Design vec_serializer_flat, sky130hd; sources not shown.
drive_strength.png
The bar under the picture is 20 µm long.
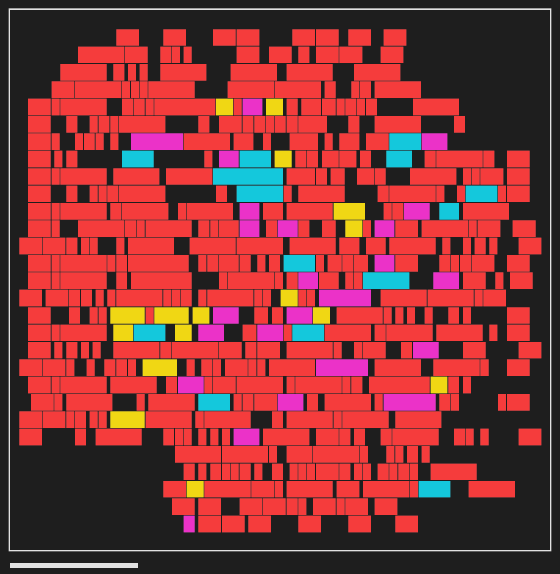
| color | size | cells | share | most used |
|---|---|---|---|---|
| red | drive 1 or less | 413 | 88% | nand2_1 |
| magenta | drive 2 | 24 | 5.1% | mux2_2 |
| yellow | drive 3 to 4 | 16 | 3.4% | buf_4 |
| cyan | drive 6 and up | 14 | 3.0% | clkbuf_8 |
Buffers excl. clock: 87
Area Growth Syn to Fin: 29.71%
setup ws final: 0.3562 ns

zoom.png
The bar under the picture is 10 µm long. Window x 22 to 62, y 5 to 45 µm. Cells in gray, sequential cells in the stronger gray; small squares are vias.
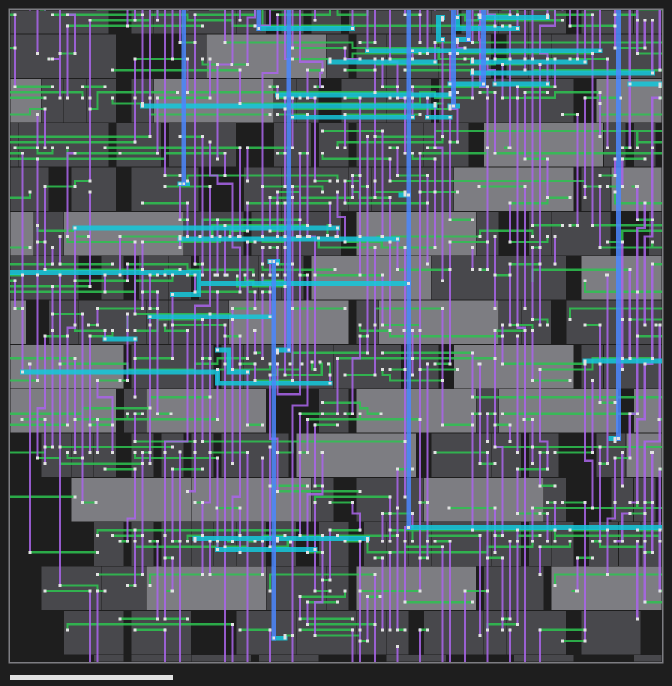
| color | layer |
|---|---|
| blue | met4 |
| green | met1 |
| purple | met2 |
| cyan | met3 |
sequential cells in the window: 24
cells with their middle in the window: 154
most frequent: nand2_1 (50), a21oi_1 (28), dfxtp_1 (24)

met1.png
The bar under the picture is 20 µm long. Supply wires on this layer in gray.
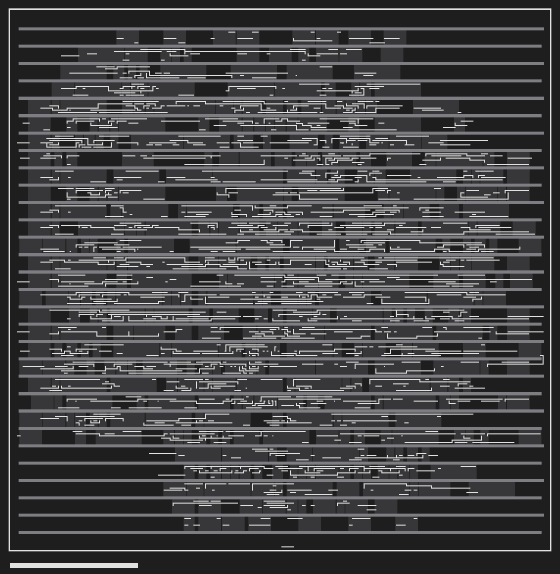
share of all routed wire: 41%
wire length on this layer: 3,550 µm
vias post-DR: 3,201
M1 GR Usage: 0.3161
Post-Route WL: 8721 µm

met2.png
The bar under the picture is 20 µm long.
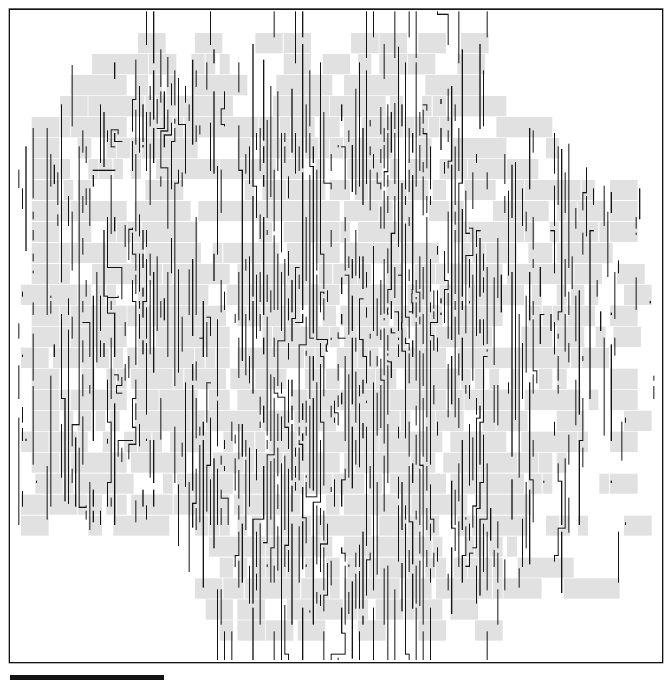
wire length on this layer: 4,300 µm
nets with wire on the layer: 454
main direction: vertical
GRT met2 Usage: 0.4257

final_congestion.png
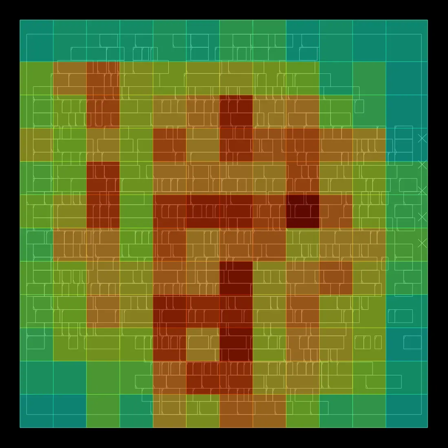
post-route core utilization: 0.6842
All-Layer GR Usage: 0.2562

==> results.yml <==
# flow metrics
yosys:
  syn_inst: 396
  top_cell: "nand2_1"
  ys_types: 33
  syn_nets: 467
  ys_chip_area_mm2: 0.003407
  top_cell_area_share: 0.4583
  ys_top_cells_by_area: "dfxtp_1 (46%), nand2_1 (14%), a21oi_1 (11%)"
  ys_seq_share: 0.4583
  postSynthAreaPerCell_um2: 8.604
  netlist_area_mm2: 0.003407
  synth_warnings: 0
  synth_flops: 78
setup_path:
  startpoint_type: "flip-flop"
  crit_type: "flip-flop to output pin"
  reg2reg_slack_ns: 0.67
  r2r_cells: 6
  cp.required_ns: 2.14
detailed_routing:
  route.met2.wl_um: 4301
  wl_per_cell_um: 16.03
  wl_met1_um: 3552
  dr.pass1.iters: 8
  highest_layer: "met4"
  drcViolationCount: 5
  antenna_left: 0
timing:
  final.setup.tns_ns: 0
  setup_viol: 0
  hold_violations: 0
  timing.slew.headroom: 0.6166
  slew_viol_final: 0
  fin_crit_sh: 0.8750
  tightest_slew_ns: 0.5744
global_routing:
  grt_overflow: 0
  antenna_found_initial: 0
  grt_pass1_vias: 3066
  grt_max_degree: 50
floorplanning:
  die_w_um: 84.55
  core_mm2: 0.006459
  dieArea_mm2: 0.007148
  n_tap_cell: 77
pwr:
  p_clk_mw: 0.847
  pwr-share-seq: 0.497
  ir_worst_vdd_v: 0.0004025
  intPower_mw: 1.766
  p_sw_mw: 0.6538
  p_clk_frac: 0.350
  p_sw_frac: 0.2702
  seq_power_mw: 1.20
  power_leader: "sequential cells"
  leakagePower_nw: 1.649
clock_network:
  cts_root_buf: "clkbuf_8"
  cts_tree: "done"
  hold_buffers: 0
  cts.sinks: 78
  htreeDepth: 3
  clk_pin_slew_ns: 0.08
  post_cts_resized: 0
run_status:
  run_status: "finished with violations"
  violations: "design-rule violations"
final_layout:
  drive_gt1_frac: 0.1156
  final-comb-area_mm2: 0.001677
  seq_share: 0.3533
  largest_reg_flops: 64
  fin_cells: 544
  diodes: 0
  largestClassByArea: "logic gates"
  final_net_count: 533
  comb_area_frac: 0.3794
  seq_cells: 78
  n_all_inverters: 3
  n_fill_cell: 483
  final-nonclk-buf-share: 0.1965
min_path:
  hold_path_class: "flip-flop to flip-flop"
  min_path_cells: 2
placed_design:
  dp_hpwl_um: 6115
  placed_cells: 528
## worst max-delay path: stages (launching register included)
cell             delay, ns
dfxtp_1               0.69
inv_1                 0.16
clkdlybuf4s50_1       0.57
## through the flow
step / cell area [µm²] / util / hold slack [ns] / power, mW / setup slack [ns]
global placement: 4214 / 0.6525 / 0.4371 / 1.575 / 0.5584
finish: 4419 / 0.6842 / 0.4594 / 2.420 / 0.3562
floorplan: 3407 / - / 0.4315 / 1.409 / 0.8521
global route: 4419 / 0.6842 / 0.4798 / 2.511 / 0.2904
CTS: 4419 / 0.6842 / 0.4546 / 2.423 / 0.3768
detailed placement: 4214 / 0.6525 / 0.4424 / 1.591 / 0.4829
## routing by layer
metal | track usage | vias to the layer above
met4 | 0.1032 | 0
met5 | 0 | -
met1 | 0.3161 | 1523
met2 | 0.4257 | 155
met3 | 0.06981 | 23
li1 | - | 1500
## cell families (layout without fill, tap and decap cells)
family	after synthesis	in the layout	share of synthesized area
adders and majority gates	3	3	0.01102
AOI/OAI and AO/OA	95	95	0.1561
DFF	78	78	0.4583
and+or+nand+nor	157	157	0.1957
muxes	28	28	0.1263
buffers and inverters	35	106	0.05251
## cells in the final DEF, fill, tap and decap left out, types with 2 or more instances in the layout
cell type / n
mux4_2: 4
nor2b_1: 2
mux2i_1: 4
mux2_4: 4
nand3_1: 7
a222oi_1: 4
inv_1: 3
clkbuf_8: 9
nor2_1: 3
o311ai_0: 7
mux4_1: 4
clkinvlp_4: 3
clkdlybuf4s50_1: 77
a31oi_1: 4
or3b_2: 7
mux2_2: 11
a21oi_1: 77
buf_12: 2
a211oi_1: 2
dfxtp_1: 78
nand2_1: 130
ha_1: 3
buf_4: 7
Power is estimated from default activity; no workload was simulated.
